## src/rtl/game_clock_pkg.sv

```systemverilog
// Shared types and field widths for the game-clock countdown.
package game_clock_pkg;

  typedef enum logic [1:0] {
    IDLE,
    RUNNING,
    PAUSED,
    EXPIRED
  } state_t;

  localparam int SEC_MAX = 59;
  localparam int MIN_W   = 4;
  localparam int SEC_W   = 6;

endpackage

```

## src/rtl/game_countdown_timer_tick_prescaler.sv

```systemverilog
// Free-running divider that pulses tick on the last count of each DIV-cycle period.
module tick_prescaler #(
  parameter int DIV = 50
) (
  input  logic clk,
  input  logic rst,
  input  logic clr,
  input  logic en,
  output logic tick
);

  localparam int W = (DIV > 1) ? $clog2(DIV) : 1;
  localparam logic [W-1:0] LAST = W'(DIV - 1);

  logic [W-1:0] count_reg;

  assign tick = en && (count_reg == LAST);

  // Holding on en=0 keeps the partial period across a pause.
  always_ff @(posedge clk) begin
    if (rst || clr) begin
      count_reg <= '0;
    end else if (en) begin
      count_reg <= tick ? '0 : count_reg + 1'b1;
    end
  end

endmodule

```

## src/rtl/game_countdown_timer.sv

```systemverilog
// MM:SS game-clock countdown with built-in seconds prescaler and expiry buzzer.
// Defining GAME_COUNTDOWN_TENTHS_EN adds a tenths digit and a 10x faster prescaler.
module game_countdown_timer
  import game_clock_pkg::*;
#(
  parameter int TICK_DIV    = 50,
  parameter int BUZZ_CYCLES = 20,
  parameter int MAX_MIN     = 12
) (
  input  logic             clk,
  input  logic             rst,
  input  logic             load,
  input  logic [MIN_W-1:0] load_min,
  input  logic [SEC_W-1:0] load_sec,
  input  logic             start,
  input  logic             stop,
  output logic [MIN_W-1:0] minutes,
  output logic [SEC_W-1:0] seconds,
  output logic             running,
  output logic             expired,
`ifdef GAME_COUNTDOWN_TENTHS_EN
  output logic [3:0]       tenths,
`endif
  output logic             buzzer
);

`ifdef GAME_COUNTDOWN_TENTHS_EN
  localparam int PRESCALE = TICK_DIV / 10;
`else
  localparam int PRESCALE = TICK_DIV;
`endif
  localparam int BUZZ_W = (BUZZ_CYCLES > 0) ? $clog2(BUZZ_CYCLES + 1) : 1;
  localparam logic [MIN_W-1:0]  MIN_CAP  = MIN_W'(MAX_MIN);
  localparam logic [SEC_W-1:0]  SEC_CAP  = SEC_W'(SEC_MAX);
  localparam logic [BUZZ_W-1:0] BUZZ_LEN = BUZZ_W'(BUZZ_CYCLES);

  state_t            state_reg, state_next;
  logic [MIN_W-1:0]  min_reg, min_next;
  logic [SEC_W-1:0]  sec_reg, sec_next;
  logic [BUZZ_W-1:0] buzz_cnt_reg, buzz_cnt_next;
  logic              running_reg, expired_reg, buzzer_reg;
  logic              tick, clr, value_zero, sec_step, next_zero;
`ifdef GAME_COUNTDOWN_TENTHS_EN
  logic [3:0]        tenths_reg, tenths_next;

  assign value_zero = (min_reg == '0) && (sec_reg == '0) && (tenths_reg == '0);
  assign sec_step   = tick && (tenths_reg == '0);
  assign next_zero  = (min_next == '0) && (sec_next == '0) && (tenths_next == '0);
  assign tenths     = tenths_reg;
`else
  assign value_zero = (min_reg == '0) && (sec_reg == '0);
  assign sec_step   = tick;
  assign next_zero  = (min_next == '0) && (sec_next == '0);
`endif

  tick_prescaler #(.DIV(PRESCALE)) u_prescaler (
    .clk  (clk),
    .rst  (rst),
    .clr  (clr),
    .en   (state_reg == RUNNING),
    .tick (tick)
  );

  always_comb begin
    state_next    = state_reg;
    min_next      = min_reg;
    sec_next      = sec_reg;
    buzz_cnt_next = buzz_cnt_reg;
    clr           = 1'b0;
`ifdef GAME_COUNTDOWN_TENTHS_EN
    tenths_next   = tenths_reg;
`endif
    if (buzz_cnt_reg != '0) buzz_cnt_next = buzz_cnt_reg - 1'b1;

    if (load) begin
      state_next    = IDLE;
      min_next      = (load_min > MIN_CAP) ? MIN_CAP : load_min;
      sec_next      = (load_sec > SEC_CAP) ? SEC_CAP : load_sec;
      buzz_cnt_next = '0;
      clr           = 1'b1;
`ifdef GAME_COUNTDOWN_TENTHS_EN
      tenths_next   = '0;
`endif
    end else begin
      case (state_reg)
        IDLE: begin
          if (start && !stop && !value_zero) begin
            state_next = RUNNING;
            clr        = 1'b1;
          end
        end
        RUNNING: begin
`ifdef GAME_COUNTDOWN_TENTHS_EN
          if (tick) tenths_next = (tenths_reg != '0) ? tenths_reg - 1'b1 : 4'd9;
`endif
          if (sec_step) begin
            if (sec_reg != '0) begin
              sec_next = sec_reg - 1'b1;
            end else if (min_reg != '0) begin
              min_next = min_reg - 1'b1;
              sec_next = SEC_CAP;
            end
          end
          // A tick that coincides with stop still counts; reaching zero beats pausing.
          if (tick && next_zero) begin
            state_next    = EXPIRED;
            buzz_cnt_next = BUZZ_LEN;
          end else if (stop) begin
            state_next = PAUSED;
          end
        end
        PAUSED: begin
          if (start && !stop) state_next = RUNNING;
        end
        default: ;
      endcase
    end
  end

  always_ff @(posedge clk) begin
    if (rst) begin
      state_reg    <= IDLE;
      min_reg      <= MIN_CAP;
      sec_reg      <= '0;
      buzz_cnt_reg <= '0;
      running_reg  <= 1'b0;
      expired_reg  <= 1'b0;
      buzzer_reg   <= 1'b0;
`ifdef GAME_COUNTDOWN_TENTHS_EN
      tenths_reg   <= '0;
`endif
    end else begin
      state_reg    <= state_next;
      min_reg      <= min_next;
      sec_reg      <= sec_next;
      buzz_cnt_reg <= buzz_cnt_next;
      running_reg  <= (state_next == RUNNING);
      expired_reg  <= (state_next == EXPIRED);
      buzzer_reg   <= (buzz_cnt_next != '0);
`ifdef GAME_COUNTDOWN_TENTHS_EN
      tenths_reg   <= tenths_next;
`endif
    end
  end

  assign minutes = min_reg;
  assign seconds = sec_reg;
  assign running = running_reg;
  assign expired = expired_reg;
  assign buzzer  = buzzer_reg;

endmodule

```

## config.mk

```make
export PLATFORM = sky130hd
export DESIGN_NAME = game_countdown_timer
export DESIGN_NICKNAME = d
export VERILOG_FILES = /design/src/rtl/game_clock_pkg.sv /design/src/rtl/game_countdown_timer_tick_prescaler.sv /design/src/rtl/game_countdown_timer.sv
export SDC_FILE = /design/constraint.sdc
export NUM_CORES = 1
export LEC_CHECK = 0
export ABC_AREA = 1
export ABC_CLOCK_PERIOD_IN_PS = 3200
export CORE_MARGIN = 2
export CORE_UTILIZATION = 56
export DETAILED_ROUTE_END_ITERATION = 16
export GPL_TIMING_DRIVEN = 0
export PLACE_DENSITY_LB_ADDON = 0.3
export SYNTH_ARGS = -nofsm -noshare
export SYNTH_HDL_FRONTEND = slang
export SYNTH_SLANG_ARGS = --single-unit
```

## constraint.sdc

```tcl
create_clock -name clk -period 3.2 [get_ports clk]
set_input_delay 0.32 -clock clk [delete_from_list [all_inputs] [get_ports clk]]
set_output_delay 0.32 -clock clk [all_outputs]
set_load 0.03 [all_outputs]
```

==> flow_summary_export.csv, run 1 <==
group,metric,value,unit
run_status,outcome,"finished, final reports clean",
power,pg_seq,0.377,mW
global_routing,overflow,0,
setup_path,reg2reg_depth,14,
global_routing,grt_pass1_vias,1562,
hold_path,min_to,"buzz_cnt_reg[4]",
sta,maxSlewViolCount,0,
yosys,synthesis.nets,264,
floorplanning,io-pin-count,28,
layout,flop_area,520,µm²
global_routing,globalRoute.busiestLayer,"met2",
floorplanning,taps,31,
clock_network,cts_sinks,26,
setup_path,crit-reg2reg-capture,"running",
layout,syn_to_final_growth,19.9,%
layout,n_all_inverters,35,
layout,fin_area,0.00200,mm²
yosys,top_cells_by_area,"dfxtp_1 (31%), nand2_1 (11%), nor2_1 (7.7%), inv_1 (7.2%), nand3_1 (6.6%)",
setup_path,path_class,"register to register",
routing,ant_nets,0,
floorplanning,num_rows,19,
flow_run,cap_violations,0,
setup_path,cp.buffers_inverters,2,
layout,clkCellAreaFrac,0.0113,
floorplanning,die_area,0.00343,mm²
layout,seq_share,0.260,
layout,comb_area,996,µm²
routing,topRoutingLayerUsed,"met4",
layout,fillers,237,
clock_network,cts_tree,"yes",
yosys,ys_types,37,
yosys,synthArstFlopShare,0,
layout,diodes,0,
hold_path,hp-class,"register to register",
power,p_sw,0.320,mW
power,cellLeakagePower,0.873,nW
yosys,enable_flop_cells,0,
routing,wire_per_inst,11.5,µm
yosys,ys_seq_frac,0.312,
placed_design,gp_congestion,0.852,
setup_path,critPathLaunchType,"register",
yosys,synth_top_cell_by_area,"dfxtp_1",
setup_path,cp.depth,14,
layout,signal_buffer_area_fraction,0.145,
routing,wl_met3,117,µm
sta,period_minus_slack,2.19,ns
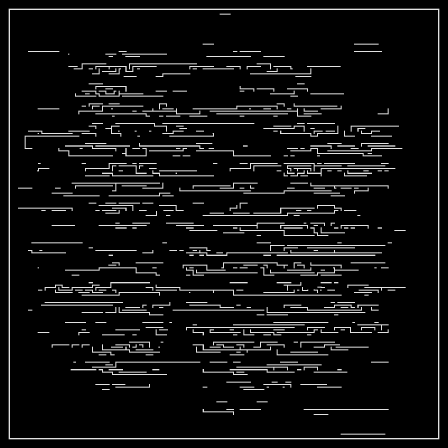
*The metal 1 layer, run 1*
wire length on this layer: 1600 µm
share of all routed wire: 45%
routed vias: 1650
met1 usage: 0.301

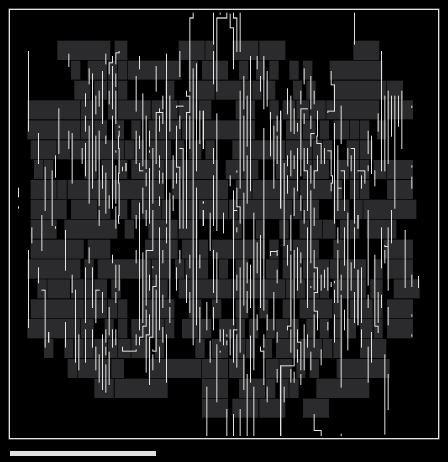
*M2 wires, run 1*
The bar under the picture is 20 µm long. Cells faint in the background.
wire length on this layer: 1720 µm
longest straight run: 37.7 µm
share of all routed wire: 49%
nets with wire on the layer: 235
met2 Use GR: 0.398
Final Routed Wirelength: 3.52 mm

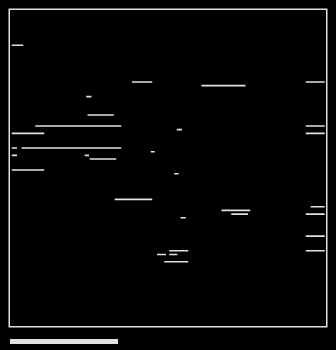
*Met3 routing, run 1*
The bar under the picture is 20 µm long.
main direction: horizontal
share of all routed wire: 3.3%
nets with wire on the layer: 24
longest straight run: 18.2 µm
wire length on this layer: 118 µm
global routing usage on met3: 0.0286

--- run 2 (diff from run 1) ---
--- a/config.mk
+++ b/config.mk
@@ -6,9 +6,9 @@
 export NUM_CORES = 1
 export LEC_CHECK = 0
 export ABC_AREA = 1
-export ABC_CLOCK_PERIOD_IN_PS = 3200
+export ABC_CLOCK_PERIOD_IN_PS = 2100
 export CORE_MARGIN = 2
-export CORE_UTILIZATION = 56
+export CORE_UTILIZATION = 53
 export DETAILED_ROUTE_END_ITERATION = 16
 export GPL_TIMING_DRIVEN = 0
 export PLACE_DENSITY_LB_ADDON = 0.3
==> constraint.sdc (replaced) <==
create_clock -name clk -period 2.1 [get_ports clk]
set_input_delay 0.21 -clock clk [delete_from_list [all_inputs] [get_ports clk]]
set_output_delay 0.21 -clock clk [all_outputs]
set_load 0.03 [all_outputs]
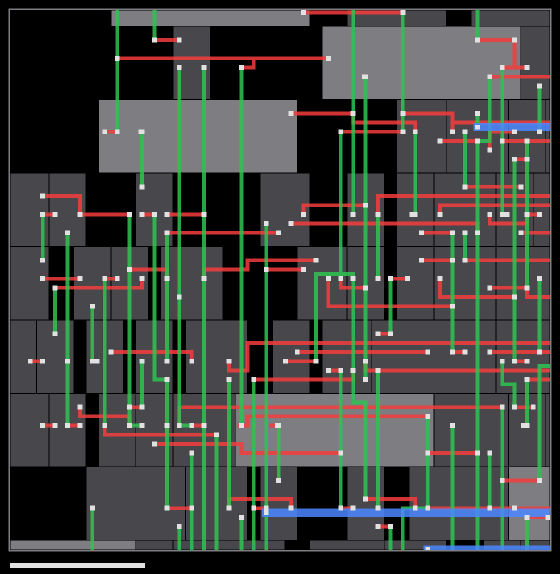
*A small window of the routed layout, run 2*
The bar under the picture is 5 µm long. Window x 5 to 25, y 35 to 55 µm. Cells in grey, sequential cells in the stronger grey; small squares are vias.
legend:
  met2:
    colour: green
  met3:
    colour: blue
  met1:
    colour: red
cells with their middle in the window: 41
netlist names of flops here include: `minutes` (3)
sequential cells in the window: 3
most frequent: nand2_1 (14), inv_1 (6), nand2_2 (4)

==> flow_summary_export.csv, run 2 <==
group,metric,value,unit
run_status,outcome,"finished, final reports clean",
floorplanning,num_rows,20,
layout,signal_buffer_area_fraction,0.166,
routing,wire_per_inst,11.5,µm
sta,period_minus_slack,2.01,ns
routing,firstDrtPassIters,4,
setup_path,crit_path_frequent_cell,"nand2_1",
yosys,yosysChipArea,0.00167,mm²
clock_network,cts_sinks,26,
layout,fin_area,0.00219,mm²
setup_path,cp.buffers_inverters,1,
clock_network,clk_pin_slew,0.15,ns
global_routing,grt_pass1_vias,1438,
layout,fillers,228,
clock_network,cts-resized-gates,3,
yosys,top_cells_by_area,"dfxtp_1 (31%), nand2_1 (11%), nor2_1 (7.7%), inv_1 (7.2%), nand3_1 (6.6%)",
hold_path,hold_depth,1,
layout,nClkBuffers,3,
yosys,synth-simple-area-share,0.442,
yosys,top_cell,"nand2_1",
sta,layout_setup_ws,0.0907,ns
yosys,synthArstFlopShare,0,
yosys,synth_top_cell_by_area,"dfxtp_1",
layout,comb_area,0.00106,mm²
layout,syn_to_final_growth,31.4,%
placed_design,gp_congestion,0.860,
global_routing,grt_pass1_wl,5.93,mm
setup_path,rrSetupSlack,0.09,ns
global_routing,overflow,0,
yosys,ys_seq_frac,0.312,
setup_path,cp.depth,12,
power,pg_seq,0.573,mW
floorplanning,die_area,0.00361,mm²
power,cellLeakagePower,0.956,nW
global_routing,globalRoute.busiestLayer,"met2",
global_routing,use_met2,0.370,
global_routing,track_usage,0.213,
setup_path,reg2reg_depth,12,
setup_path,critPathLaunchType,"register",
setup_path,crit-reg2reg-capture,"buzz_cnt_reg[4]",
routing,wl_met3,225,µm
layout,mostFrequentLayoutCell,"nand2_1",
global_routing,grt_use_met3,0.0238,
hold_path,hp-class,"register to register",
layout,clkCellAreaFrac,0.0240,
layout,flop_area,528,µm²
power,p_sw,0.512,mW
global_routing,antenna_found_initial,0,
clock_network,clock_path_buffers,2,
layout,seq_share,0.241,
yosys,syn_inst,244,
yosys,synth_area,0.00167,mm²
routing,topRoutingLayerUsed,"met4",
setup_path,path_class,"register to register",
yosys,ys_types,37,
sta,maxSlewViolCount,0,
routing,drc_errors,0,
layout,diodes,0,
flow_run,cap_violations,0,
floorplanning,taps,44,
clock_network,cts_tree,"yes",
layout,n_all_inverters,35,
clock_network,numCtsBuffers,3,
global_routing,use_met1,0.279,
yosys,enable_flop_cells,0,
hold_path,min_to,"u_prescaler.count_reg[0]",
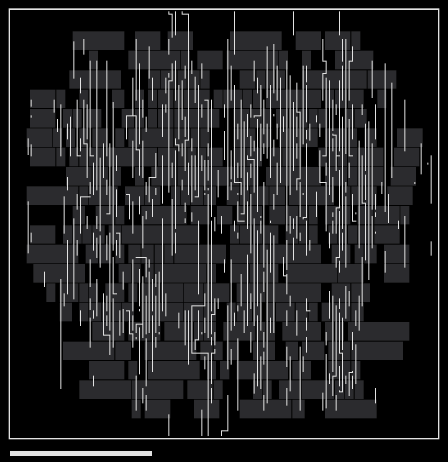
*M2 wires, run 2*
The bar under the picture is 20 µm long. Cells faint in the background.
longest straight run: 23.8 µm
share of all routed wire: 49%
routed vias: 1691
Final Routed Wirelength: 3.79 mm

Power figures rest on the tool's default switching activity, not on a simulated workload.
